Fig. 1: met3 routing
Bar = 20 um.
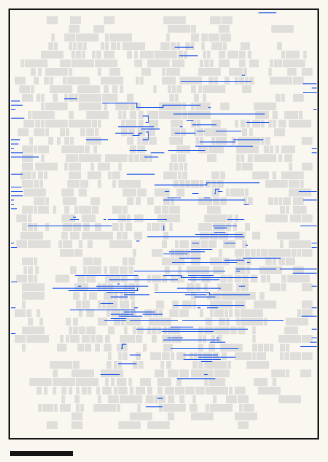
Fig. 2: a small window of the routed layout
Bar = 10 um. Window x 53 to 93, y 14 to 54 um. Cells in grey, sequential cells in the stronger grey; small squares are vias.
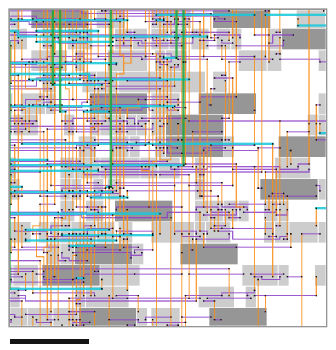
Fig. 3: routing congestion
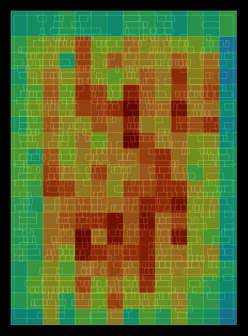
Fig. 4: the metal 1 layer
Bar = 20 um. Supply wires on this layer in grey.
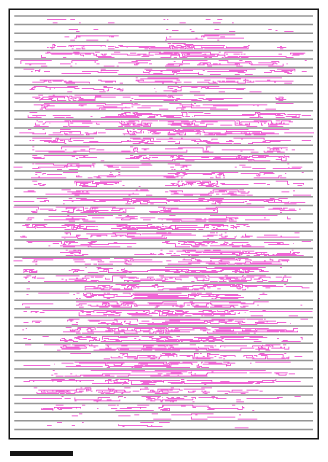
Fig. 5: logic cells by family
Bar = 20 um.
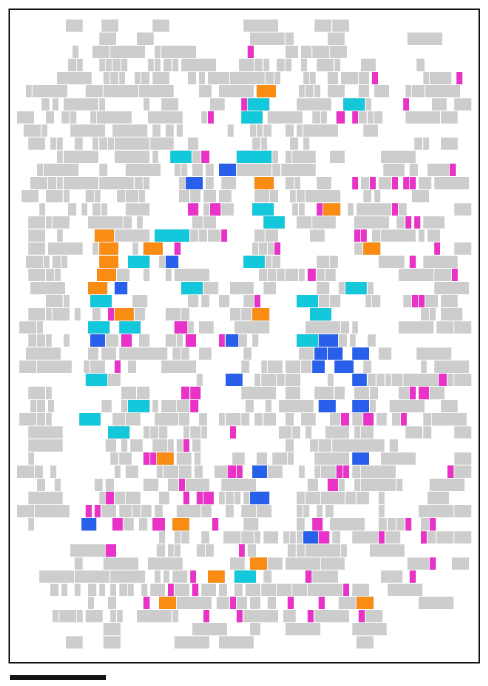
[src/rtl/address_generation_unit.sv]
// Effective-address generator for the 6502 core: resolves the eight data addressing
// modes, fetches zero-page pointers for (zp,X)/(zp),Y and flags page crossings.
module address_generation_unit #(
  parameter logic [7:0] ZP_PAGE = 8'h00
) (
  input  logic       FSM_Signal,
  input  logic       reset_AGU,
  input  logic       start,
  input  logic [2:0] mode,
  input  logic [7:0] OPER_LO,
  input  logic [7:0] OPER_HI,
  input  logic [7:0] X_REG,
  input  logic [7:0] Y_REG,
  input  logic [7:0] DATA_IN,
  input  logic       data_valid,
  output logic [7:0] OUT_HIGH,
  output logic [7:0] OUT_LOW,
  output logic       load_MARH,
  output logic       load_MARL,
  output logic       rd_req,
  output logic       busy,
  output logic       done,
  output logic       page_cross
);

  typedef enum logic [2:0] {
    S_IDLE, S_CALC, S_PTR_LO, S_WAIT_LO, S_PTR_HI, S_WAIT_HI, S_FIX, S_LOAD
  } state_t;

  localparam logic [2:0] M_ZP    = 3'd0;
  localparam logic [2:0] M_ZP_X  = 3'd1;
  localparam logic [2:0] M_ZP_Y  = 3'd2;
  localparam logic [2:0] M_ABS   = 3'd3;
  localparam logic [2:0] M_ABS_X = 3'd4;
  localparam logic [2:0] M_ABS_Y = 3'd5;
  localparam logic [2:0] M_IND_X = 3'd6;
  localparam logic [2:0] M_IND_Y = 3'd7;

  state_t      state_q;
  logic [2:0]  mode_q;
  logic [7:0]  lo_q, hi_q, x_q, y_q, ptr_q, ptr_lo_byte_q;
  logic [15:0] ea_q;

  logic [7:0]  idx_s;
  logic [8:0]  lo_sum_s;
  logic [15:0] calc_ea_s;
  logic        calc_cross_s;
  logic [8:0]  ind_sum_s;
  logic [15:0] ind_ea_s;
  logic        ind_cross_s;

  // Direct-mode address arithmetic, working on the operands latched at start.
  always_comb begin
    idx_s        = ((mode_q == M_ZP_Y) || (mode_q == M_ABS_Y)) ? y_q : x_q;
    lo_sum_s     = {1'b0, lo_q} + {1'b0, idx_s};
    calc_cross_s = 1'b0;
    case (mode_q)
      M_ZP:             calc_ea_s = {ZP_PAGE, lo_q};
      M_ZP_X, M_ZP_Y:   calc_ea_s = {ZP_PAGE, lo_sum_s[7:0]};
      M_ABS:            calc_ea_s = {hi_q, lo_q};
      M_ABS_X, M_ABS_Y: begin
        calc_ea_s    = {hi_q + {7'd0, lo_sum_s[8]}, lo_sum_s[7:0]};
        calc_cross_s = lo_sum_s[8];
      end
      default:          calc_ea_s = {hi_q, lo_q};
    endcase
  end

  // Indirect EA is formed in WAIT_HI directly from the high pointer byte on DATA_IN.
  always_comb begin
    ind_sum_s = {1'b0, ptr_lo_byte_q} + {1'b0, y_q};
    if (mode_q == M_IND_Y) begin
      ind_ea_s    = {DATA_IN + {7'd0, ind_sum_s[8]}, ind_sum_s[7:0]};
      ind_cross_s = ind_sum_s[8];
    end else begin
      ind_ea_s    = {DATA_IN, ptr_lo_byte_q};
      ind_cross_s = 1'b0;
    end
  end

  // Sequencer: every output is registered alongside the state it belongs to.
  always_ff @(posedge FSM_Signal) begin
    if (reset_AGU) begin
      state_q       <= S_IDLE;
      mode_q        <= 3'd0;
      lo_q          <= 8'h00;
      hi_q          <= 8'h00;
      x_q           <= 8'h00;
      y_q           <= 8'h00;
      ptr_q         <= 8'h00;
      ptr_lo_byte_q <= 8'h00;
      ea_q          <= 16'h0000;
      OUT_HIGH      <= 8'h00;
      OUT_LOW       <= 8'h00;
      load_MARH     <= 1'b0;
      load_MARL     <= 1'b0;
      rd_req        <= 1'b0;
      busy          <= 1'b0;
      done          <= 1'b0;
      page_cross    <= 1'b0;
    end else begin
      load_MARH <= 1'b0;
      load_MARL <= 1'b0;
      rd_req    <= 1'b0;
      done      <= 1'b0;
      case (state_q)
        S_IDLE: begin
          if (start) begin
            mode_q     <= mode;
            lo_q       <= OPER_LO;
            hi_q       <= OPER_HI;
            x_q        <= X_REG;
            y_q        <= Y_REG;
            page_cross <= 1'b0;
            busy       <= 1'b1;
            state_q    <= S_CALC;
          end else begin
            state_q <= S_IDLE;
          end
        end
        S_CALC: begin
          if ((mode_q == M_IND_X) || (mode_q == M_IND_Y)) begin
            ptr_q     <= (mode_q == M_IND_X) ? lo_sum_s[7:0] : lo_q;
            OUT_HIGH  <= ZP_PAGE;
            OUT_LOW   <= (mode_q == M_IND_X) ? lo_sum_s[7:0] : lo_q;
            load_MARH <= 1'b1;
            load_MARL <= 1'b1;
            rd_req    <= 1'b1;
            state_q   <= S_PTR_LO;
          end else if (calc_cross_s) begin
            ea_q       <= calc_ea_s;
            page_cross <= 1'b1;
            state_q    <= S_FIX;
          end else begin
            {OUT_HIGH, OUT_LOW} <= calc_ea_s;
            load_MARH  <= 1'b1;
            load_MARL  <= 1'b1;
            done       <= 1'b1;
            page_cross <= 1'b0;
            state_q    <= S_LOAD;
          end
        end
        S_PTR_LO: state_q <= S_WAIT_LO;
        S_WAIT_LO: begin
          if (data_valid) begin
            ptr_lo_byte_q <= DATA_IN;
            OUT_HIGH      <= ZP_PAGE;
            OUT_LOW       <= ptr_q + 8'd1;
            load_MARH     <= 1'b1;
            load_MARL     <= 1'b1;
            rd_req        <= 1'b1;
            state_q       <= S_PTR_HI;
          end else begin
            state_q <= S_WAIT_LO;
          end
        end
        S_PTR_HI: state_q <= S_WAIT_HI;
        S_WAIT_HI: begin
          if (!data_valid) begin
            state_q <= S_WAIT_HI;
          end else if (ind_cross_s) begin
            ea_q       <= ind_ea_s;
            page_cross <= 1'b1;
            state_q    <= S_FIX;
          end else begin
            {OUT_HIGH, OUT_LOW} <= ind_ea_s;
            load_MARH  <= 1'b1;
            load_MARL  <= 1'b1;
            done       <= 1'b1;
            page_cross <= 1'b0;
            state_q    <= S_LOAD;
          end
        end
        S_FIX: begin
          {OUT_HIGH, OUT_LOW} <= ea_q;
          load_MARH <= 1'b1;
          load_MARL <= 1'b1;
          done      <= 1'b1;
          state_q   <= S_LOAD;
        end
        S_LOAD: begin
          busy    <= 1'b0;
          state_q <= S_IDLE;
        end
        default: begin
          busy    <= 1'b0;
          state_q <= S_IDLE;
        end
      endcase
    end
  end

endmodule

[config.mk]
export PLATFORM = sky130hd
export DESIGN_NAME = address_generation_unit
export DESIGN_NICKNAME = d
export VERILOG_FILES = /design/src/rtl/address_generation_unit.sv
export SDC_FILE = /design/constraint.sdc
export NUM_CORES = 1
export LEC_CHECK = 0
export CAP_MARGIN = 0
export CORE_ASPECT_RATIO = 1.4
export CORE_UTILIZATION = 45
export CTS_BUF_LIST = sky130_fd_sc_hd__clkbuf_8
export DETAILED_ROUTE_END_ITERATION = 6
export PLACE_DENSITY = 0.67
export SLEW_MARGIN = 0
export SYNTH_ARGS = -nofsm -noshare
export SYNTH_HDL_FRONTEND = slang
export SYNTH_SLANG_ARGS = --single-unit
[constraint.sdc]
create_clock -name FSM_Signal -period 8.1 [get_ports FSM_Signal]
set_input_delay 2.43 -clock FSM_Signal [delete_from_list [all_inputs] [get_ports FSM_Signal]]
set_output_delay 2.43 -clock FSM_Signal [all_outputs]
set_load 0.02 [all_outputs]
==> changes_impl.md <==
### Metrics

- Status: completed
- Minimum clock period: 4.87 ns
- Count of state elements after synthesis: 91
- Peak clock frequency supported by timing: 0.205 GHz
- Number of iterations in the first detailed-routing pass: 5
- Initial DRC Count: 441
- Filler Cells Inserted: 1206
- Logic cell area: 3580 um2
- Most frequent cell after synthesis: sky130_fd_sc_hd__nand2_1
- Core footprint: 12300 um2
- Cell Chain, Critical Path: nor2b_1 -> a21oi_2 -> mux2_2 -> ha_1 -> inv_1 -> fa_1 -> nand2b_1 -> a2111oi_4 -> or2_2 -> ha_1 -> ha_1 -> nand3_1 -> xnor2_1 -> a22oi_1 -> nor2_1 -> a211oi_1 -> a211oi_2
- Layout clock buffers: 11
- Antenna fix cells: 0
- Switching part of the total: 35.6%
- Number of buffers other than clock buffers in the final layout: 70
- Skew-Pair Late Insertion Delay: 0.39 ns
- Via-to-Cell Ratio: 6.17
- Top post-synthesis cells by area: sky130_fd_sc_hd__dfxtp_1 32%, sky130_fd_sc_hd__nand2_1 10%, sky130_fd_sc_hd__a21oi_1 7.4%
- Buffers & Inverters on Critical Path: 1
- Number of nets with antenna violations after detailed routing: 0
- Peak supply drop: 84.5 uV
- Delay of the slowest cell on the worst path: 0.69 ns
- Max_slew headroom: 19.3%
- Number of buffers added by the clock tree synthesis step: 9
- Cts repair resizes: 0
- Synthesized chip area reported by yosys: 5700 um2
- Layout cell share with drive strength beyond 1: 7.23%
- Combinational share of power: 27.3%
- Total length of routed met2 wires: 8.86 mm
- Post-synthesis sequential area ratio: 32.0%
- Post-Syn Area: 5700 um2
- Library cell contributing the largest single delay on the critical path: sky130_fd_sc_hd__dfxtp_1
- Synthesized area per cell: 7.59 um2
- Biggest Area Class: combinational gates
- Cell area power density: 183 nW/um2
- Met3 wire len: 1.22 mm
- Top cell excl fill/tap: sky130_fd_sc_hd__nand2_1
- LEAKAGE: 2.33 nW
- Asr flop ratio synth: 0%
- M1 wire length: 7.60 mm
- FF-to-FF setup slack: 3.23 ns
- Cts hold-fix bufs: 0
- OpenROAD warnings: 26
- Post-synthesis share of cell area spent on and, or, nand and nor gates: 23.0%
- Final max-slew violation count: 0
- CTS root buf: sky130_fd_sc_hd__clkbuf_8
- H-tree Lvls: 3
- Nets in the synthesized netlist: 821
- R2R cell count: 17
- Type of the tightest min-delay check: register to register
- Sum of net half-perimeters after detailed placement: 13.4 mm
- Final total power: 1.20 mW
- Signed area change from the synthesized netlist to the final layout: 15.0%
- Hold_sp: ea_q[12]
- Drc violations: 0
- Number of multi-input combinational cells in the layout: 595
- Busiest grt layer: met2
- Final hold violations: 0
- WHS Path Cells: 2
- Total wire length after detailed routing: 18.4 mm
- Final number of setup-violating endpoints: 0
- Final worst path period share: 60.1%
- Chip area: 13100 um2
- RSZ-0062 raised after global routing: no
- Dominant register cell: sky130_fd_sc_hd__dfxtp_1
- Vias in the first global route: 5366
-- Fig. 1 (at the start) --
nets with wire on the layer = 113
longest straight run = 35.0 um
share of all routed wire = 6.6%
wire length on this layer = 1220 um

-- Fig. 2 (at the start) --
M4 -> green
M2 -> orange
M1 -> purple
M3 -> cyan
sequential cells in the window = 15
most frequent = nand2_1 (16), dfxtp_1 (15), nor2_1 (12)
cells with their middle in the window = 110
netlist names of flops here include = OUT_LOW (6), ea_q (5), state_q (2)

-- Fig. 3 (at the start) --
detailed-route wire length per cell: 19.6 um
met2 usage in global routing: 47.3%
met3 Usage GRT: 4.64%
end-of-flow core utilization: 53.3%

-- Fig. 4 (at the start) --
longest straight run = 45.1 um
main direction = horizontal
nets with wire on the layer = 780

-- Fig. 5 (at the start) --
nor cells -> magenta  # cells 91, most used nor2_1
mux cells -> orange  # cells 18
fa/ha/maj cells -> cyan  # cells 23, most used ha_1
non-inverting ao/oa cells -> blue  # cells 21, most used a21o_1

through the flow:
| stage | cells | utilization (%) | instance area (um2) | setup slack [ns] | hold WS (ns) |
|---|---|---|---|---|---|
| global route | 938 | 53.3 | 6560 | 2.91 | 0.475 |
| CTS | 938 | 53.3 | 6560 | 3.29 | 0.461 |
| detailed placement | 922 | 51.5 | 6340 | 3.31 | 0.449 |
| floorplan | 751 | - | 5700 | 4.23 | 0.432 |
| global placement | 922 | 51.5 | 6340 | 3.38 | 0.439 |
| finish | 938 | 53.3 | 6560 | 3.23 | 0.462 |
state kept, by name, indices dropped and copies added, names as in the netlist, 3 cells and up:
register and flops:
state_q 3, ea_q 16, ptr_lo_byte_q 8, x_q 8, mode_q 3, hi_q 8, OUT_HIGH 8, OUT_LOW 8
ptr_q 8, y_q 8, lo_q 8
Power is estimated from default activity; no workload was simulated.
